==> config.mk <==
export PLATFORM = sky130hd
export DESIGN_NAME = bcd_addsub_seq
export DESIGN_NICKNAME = d
export VERILOG_FILES = /design/src/rtl/bcd_pkg.sv /design/src/rtl/bcd_digit_add.sv /design/src/rtl/bcd_addsub_seq.sv
export SDC_FILE = /design/constraint.sdc
export NUM_CORES = 1
export LEC_CHECK = 0
export CAP_MARGIN = 20
export CORE_MARGIN = 10
export CORE_UTILIZATION = 30
export DETAILED_ROUTE_END_ITERATION = 7
export HOLD_SLACK_MARGIN = 0.06
export PLACE_DENSITY_LB_ADDON = 0.25
export SKIP_LAST_GASP = 1
export SYNTH_ARGS = -nofsm -noshare
export SYNTH_HDL_FRONTEND = slang
export SYNTH_SLANG_ARGS = --single-unit
==> constraint.sdc <==
create_clock -name clk -period 4.5 [get_ports clk]
set_input_delay 0.9 -clock clk [delete_from_list [all_inputs] [get_ports clk]]
set_output_delay 0.9 -clock clk [all_outputs]
set_load 0.05 [all_outputs]
==> src/rtl/bcd_pkg.sv <==
// Shared definitions for the digit-serial signed BCD adder/subtractor.
// Holds the digit count, the digit width, the largest legal BCD digit,
// the controller state encoding and a nine's-complement helper.
package bcd_pkg;

    localparam int unsigned NDIG    = 3;
    localparam int unsigned DIG_W   = 4;
    localparam logic [3:0]  BCD_MAX = 4'd9;

    typedef enum logic [2:0] {
        StIdle,
        StPass1,
        StEval,
        StPass2,
        StDone
    } state_e;

    // Nine's complement of a single legal BCD digit.
    function automatic logic [3:0] nines(input logic [3:0] d);
        return BCD_MAX - d;
    endfunction

endpackage

==> src/rtl/bcd_digit_add.sv <==
// Combinational single-digit BCD adder.
// Ports:
//   a, b  : BCD digits (0..9)
//   cin   : carry in
//   s     : BCD sum digit
//   cout  : decimal carry out
// A binary ripple of full-adder cells forms a+b+cin, then a +6 correction
// (half-adder style add of 0110) is applied whenever the binary sum exceeds 9.
module bcd_digit_add (
    input  logic [3:0] a,
    input  logic [3:0] b,
    input  logic       cin,
    output logic [3:0] s,
    output logic       cout
);

    logic [3:0] z;
    logic [4:0] c;

    always_comb begin
        c[0] = cin;
        for (int i = 0; i < 4; i++) begin
            z[i]     = a[i] ^ b[i] ^ c[i];
            c[i+1]   = (a[i] & b[i]) | (c[i] & (a[i] ^ b[i]));
        end
    end

    // Decimal carry: binary carry out, or binary sum in 10..15.
    assign cout = c[4] | (z[3] & (z[2] | z[1]));

    // +6 correction; the carry out of this add is the decimal carry and is dropped.
    assign s = z + {1'b0, cout, cout, 1'b0};

endmodule

==> src/rtl/bcd_addsub_seq.sv <==
// Digit-serial controller for a signed sign-magnitude BCD adder/subtractor.
// One shared bcd_digit_add is reused for every digit. Mixed-sign operations
// use ten's complement; a negative raw result gets a second recomplement pass.
// Ports:
//   clk, rst         : clock, synchronous active-high reset
//   start            : request pulse, sampled only while busy = 0
//   op               : 0 = A+B, 1 = A-B
//   a_sign, a_mag    : operand A (sign 1 = negative, BCD magnitude, digit 0 in [3:0])
//   b_sign, b_mag    : operand B, same format
//   busy             : operation in progress
//   done             : one-cycle pulse, results valid from this cycle
//   r_sign, r_mag    : result, held until the next accepted start or reset
//   ovf              : true result magnitude exceeds the representable range
//   invalid          : an operand digit was greater than 9
module bcd_addsub_seq #(
    parameter int unsigned NDIG = 3
) (
    input  logic                clk,
    input  logic                rst,
    input  logic                start,
    input  logic                op,
    input  logic                a_sign,
    input  logic [4*NDIG-1:0]   a_mag,
    input  logic                b_sign,
    input  logic [4*NDIG-1:0]   b_mag,
    output logic                busy,
    output logic                done,
    output logic                r_sign,
    output logic [4*NDIG-1:0]   r_mag,
    output logic                ovf,
    output logic                invalid
);

    import bcd_pkg::*;

    localparam int unsigned W     = 4 * NDIG;
    localparam int unsigned IDX_W = (NDIG > 1) ? $clog2(NDIG) : 1;
    localparam logic [IDX_W-1:0] IDX_LAST = IDX_W'(NDIG - 1);

    state_e           state;
    logic [IDX_W-1:0] idx;
    logic [W-1:0]     a_sh;      // operand A, or PASS1 sum during PASS2
    logic [W-1:0]     b_sh;
    logic [W-1:0]     s_sh;      // result digits shift in at the top
    logic             carry;     // registered carry between digits
    logic             sub_path;
    logic             a_sign_q;
    logic             bs_q;

    logic             bs_in;
    logic             ops_invalid;
    logic             accept;
    logic [3:0]       add_a;
    logic [3:0]       add_b;
    logic [3:0]       add_s;
    logic             add_cout;
    logic [W-1:0]     s_next;

    always_comb begin
        bs_in       = b_sign ^ op;
        ops_invalid = 1'b0;
        for (int i = 0; i < int'(NDIG); i++) begin
            if (a_mag[4*i +: 4] > BCD_MAX || b_mag[4*i +: 4] > BCD_MAX) begin
                ops_invalid = 1'b1;
            end
        end
        accept = start && !busy && (state == StIdle || state == StDone);
    end

    // Adder operand selection: PASS1 adds A to B (or to 9's complement of B on the
    // subtract path); PASS2 recomplements the PASS1 sum held in a_sh.
    always_comb begin
        add_a = a_sh[3:0];
        add_b = b_sh[3:0];
        if (state == StPass2) begin
            add_a = nines(a_sh[3:0]);
            add_b = 4'd0;
        end else if (sub_path) begin
            add_b = nines(b_sh[3:0]);
        end
    end

    bcd_digit_add u_digit_add (
        .a    (add_a),
        .b    (add_b),
        .cin  (carry),
        .s    (add_s),
        .cout (add_cout)
    );

    assign s_next = W'({add_s, s_sh} >> DIG_W);

    always_ff @(posedge clk) begin
        if (rst) begin
            state    <= StIdle;
            idx      <= '0;
            a_sh     <= '0;
            b_sh     <= '0;
            s_sh     <= '0;
            carry    <= 1'b0;
            sub_path <= 1'b0;
            a_sign_q <= 1'b0;
            bs_q     <= 1'b0;
            busy     <= 1'b0;
            done     <= 1'b0;
            r_sign   <= 1'b0;
            r_mag    <= '0;
            ovf      <= 1'b0;
            invalid  <= 1'b0;
        end else begin
            done <= 1'b0;
            case (state)
                StIdle, StDone: begin
                    state <= StIdle;
                    if (accept) begin
                        a_sh     <= a_mag;
                        b_sh     <= b_mag;
                        s_sh     <= '0;
                        a_sign_q <= a_sign;
                        bs_q     <= bs_in;
                        sub_path <= a_sign ^ bs_in;
                        // Ten's complement on the subtract path starts with carry 1.
                        carry    <= a_sign ^ bs_in;
                        idx      <= '0;
                        ovf      <= 1'b0;
                        invalid  <= 1'b0;
                        if (ops_invalid) begin
                            state   <= StDone;
                            done    <= 1'b1;
                            invalid <= 1'b1;
                            r_mag   <= '0;
                            r_sign  <= 1'b0;
                        end else begin
                            state <= StPass1;
                            busy  <= 1'b1;
                        end
                    end
                end
                StPass1: begin
                    a_sh  <= a_sh >> DIG_W;
                    b_sh  <= b_sh >> DIG_W;
                    s_sh  <= s_next;
                    carry <= add_cout;
                    if (idx == IDX_LAST) begin
                        idx   <= '0;
                        state <= StEval;
                    end else begin
                        idx <= idx + 1'b1;
                    end
                end
                StEval: begin
                    if (sub_path && !carry) begin
                        // |B| > |A|: the sum is the ten's complement of the answer.
                        state <= StPass2;
                        a_sh  <= s_sh;
                        s_sh  <= '0;
                        carry <= 1'b1;
                        idx   <= '0;
                    end else begin
                        state  <= StDone;
                        busy   <= 1'b0;
                        done   <= 1'b1;
                        r_mag  <= s_sh;
                        r_sign <= (s_sh == '0) ? 1'b0 : a_sign_q;
                        ovf    <= !sub_path && carry;
                    end
                end
                StPass2: begin
                    a_sh  <= a_sh >> DIG_W;
                    s_sh  <= s_next;
                    carry <= add_cout;
                    if (idx == IDX_LAST) begin
                        idx    <= '0;
                        state  <= StDone;
                        busy   <= 1'b0;
                        done   <= 1'b1;
                        r_mag  <= s_next;
                        r_sign <= (s_next == '0) ? 1'b0 : bs_q;
                    end else begin
                        idx <= idx + 1'b1;
                    end
                end
                default: begin
                    state <= StIdle;
                    busy  <= 1'b0;
                end
            endcase
        end
    end

endmodule
Fig. 1: wire density map
The die is cut into 25 by 25 equal tiles; dark blue is low, red is high, scaled to the fullest tile. Values are wire area over tile area, all layers added.
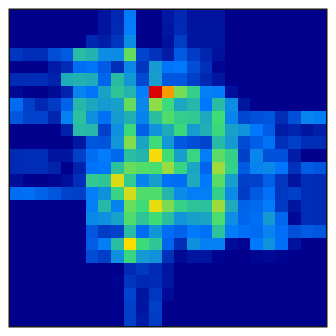
tiles over half the peak: 5.0%
fullest tile: 0.64
nearly empty tiles: 42%
emptiest ninth of the die: upper right
mean over tiles: 0.094
densest ninth of the die: center
Routed WL: 9.23 mm
via count: 2,907
Global Route Usage Sum: 11.7%
drt wl/cell: 16.1 µm

Fig. 2: floorplan with the power grid
Bar = 50 µm. Pins as bars on the die edge. Tap cells in gray.
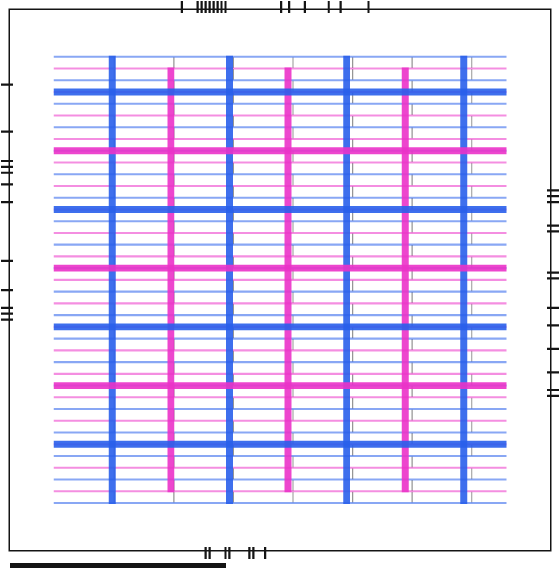
legend:
  magenta:
    net: VDD
  blue:
    net: VSS
signal pins: 47
tap cells: 140
met1 rails: 39

Fig. 3: cells colored by class
Fill, decap, tap and diode cells in gray.
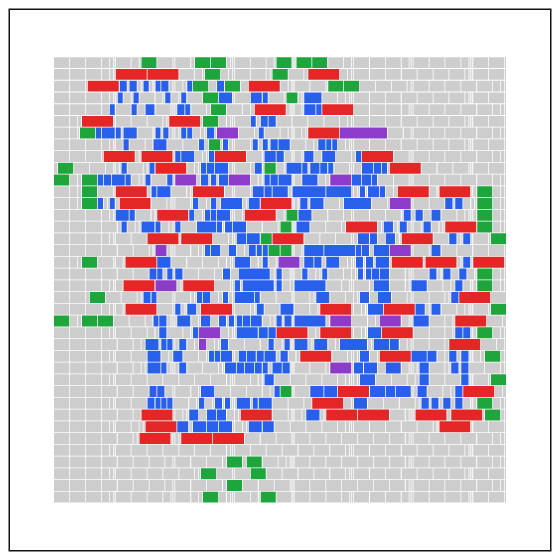
legend:
  green:
    class: other buffers and delay cells
    cells: 55
    share_of_their_area: 14%
  red:
    class: flops
    cells: 62
    share_of_their_area: 32%
  purple:
    class: clock drivers and dummy loads
    cells: 15
    share_of_their_area: 5.4%
  blue:
    class: combinational and other logic
    cells: 301
    share_of_their_area: 49%
fin util: 37.2%
final instance area: 4030 µm²
Core Box Area: 10,800 µm²
# rows: 38

==> changes_impl.md <==
### Metrics

- Initial antenna violation count: 0
- Kind of start point of the critical path: flip-flop
- Post-CTS repair timing setup buffer count: 0
- Post-CTS Hold Buffers: 0
- CTS tree: yes
- Yosys warns: 0
- DR iter-0 viols: 194
- MUX share of area: 3.63%
- CP Max Fanout: 3
- Avg Inst Size Synth: 8.43 µm²
- Setup-failing EPs final: 0
- Die X: 125 µm
- Root Buffer: clkbuf_8
- Grt met1 use: 15.0%
- Largest net degree at the start of global routing: 50
- Comb power: 222 µW
- Clk pwr share: 38.8%
- Met2 Track Usage GR: 18.0%
- Die area: 15,600 µm²
- Post-synth seq share: 37.5%
- Synthesis-stage register bit count: 62
- Max-cap check violation count: 0
- Status: completed
- Internal cell power: 964 µW
- CTS-repair resized insts: 0
- Setup WS post-layout: 365 ps
- DP Area: 3810 µm²
- Max Root-Sink Buffers: 2
- Gate power share: 16.7%
- Hold wc startpoint: b_sh[11]
- Post-synthesis async set-or-reset flop share: 0%
Fig. 4: placement view
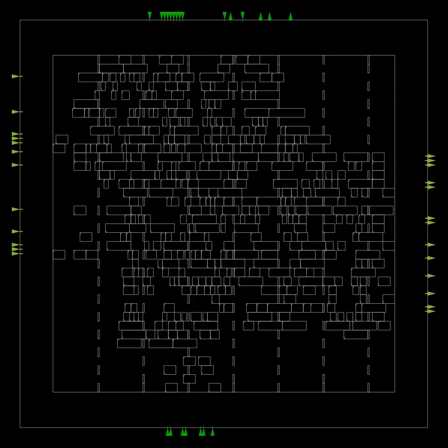
tap cells: 140
flip-flops: 62
Fill cells: 1,171
Seq area share: 30.8%
Non-Filler Instances: 573

Fig. 5: wires at chosen ports, followed through buffers
Bar = 50 µm.
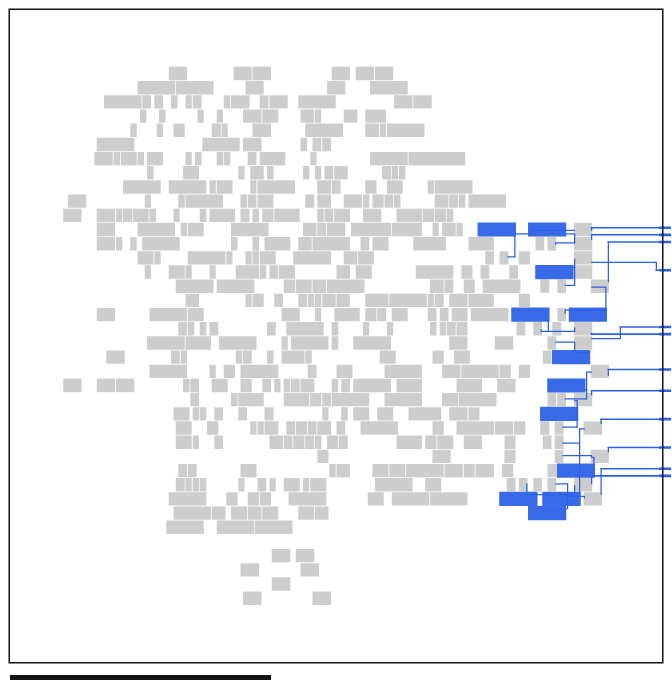
legend:
  blue:
    port: r_mag
    direction: output
    edge: right
    end_cells: 12
    buffers: 12
    wire: 302 µm
Ports: 47
input/output buffers: 46

==> cells in the final DEF, fill, tap and decap left out, types with 2 or more instances in the layout <==
cell type | netlist | layout
xnor2_1 | 6 | 6
fa_1 | 5 | 5
o21ai_0 | 35 | 35
a211o_1 | 2 | 2
a21oi_1 | 38 | 38
o22a_1 | 3 | 3
xor2_1 | 2 | 2
a22o_1 | 11 | 11
clkdlybuf4s50_1 | 0 | 46
nor2_1 | 26 | 26
dfxtp_1 | 62 | 62
nand3b_1 | 6 | 6
nor3_2 | 3 | 3
nand2_1 | 57 | 57
a311oi_1 | 8 | 8
or3_1 | 13 | 13
nand2b_1 | 6 | 6
ha_1 | 3 | 3
inv_1 | 14 | 14
clkbuf_8 | 3 | 12
nor3_1 | 6 | 6
nor4_1 | 4 | 4
o22ai_1 | 6 | 6
a22oi_1 | 5 | 5
a221oi_1 | 4 | 4
mux2i_1 | 12 | 12
a211oi_1 | 4 | 4
o41ai_1 | 3 | 3
nor2b_1 | 6 | 5
buf_4 | 2 | 9
==> critical path, cell delays in order (launching register included) <==
cell	delay, ps
dfxtp_1	340
nor2b_2	180
nand2_1	130
xnor2_1	170
fa_1	420
fa_1	410
inv_1	90
fa_1	170
inv_1	50
fa_1	460
o21ai_0	100
nand2b_1	130
ha_1	220
fa_1	530
nor3_1	60
a21oi_1	140
nor3_1	50
or3_1	300
a21oi_1	140
==> layout make-up <==
type / instances / area [µm²]
inverters: 15 / 70.1
repair buffers: 55 / 528
clock inverters: 3 / 42.5
well taps: 140 / 175
multi-input cells: 286 / 1810
flip-flops and latches: 62 / 1240
clock buffers: 12 / 165
fillers: 1171 / 6810
==> registers in the layout (all words and copies together), names as in the netlist, 2 cells and up <==
register,cells
s_sh,12
state,3
idx,2
a_sh,12
r_mag,12
b_sh,12
No activity file was given, so power comes from the tool's default toggle rates.
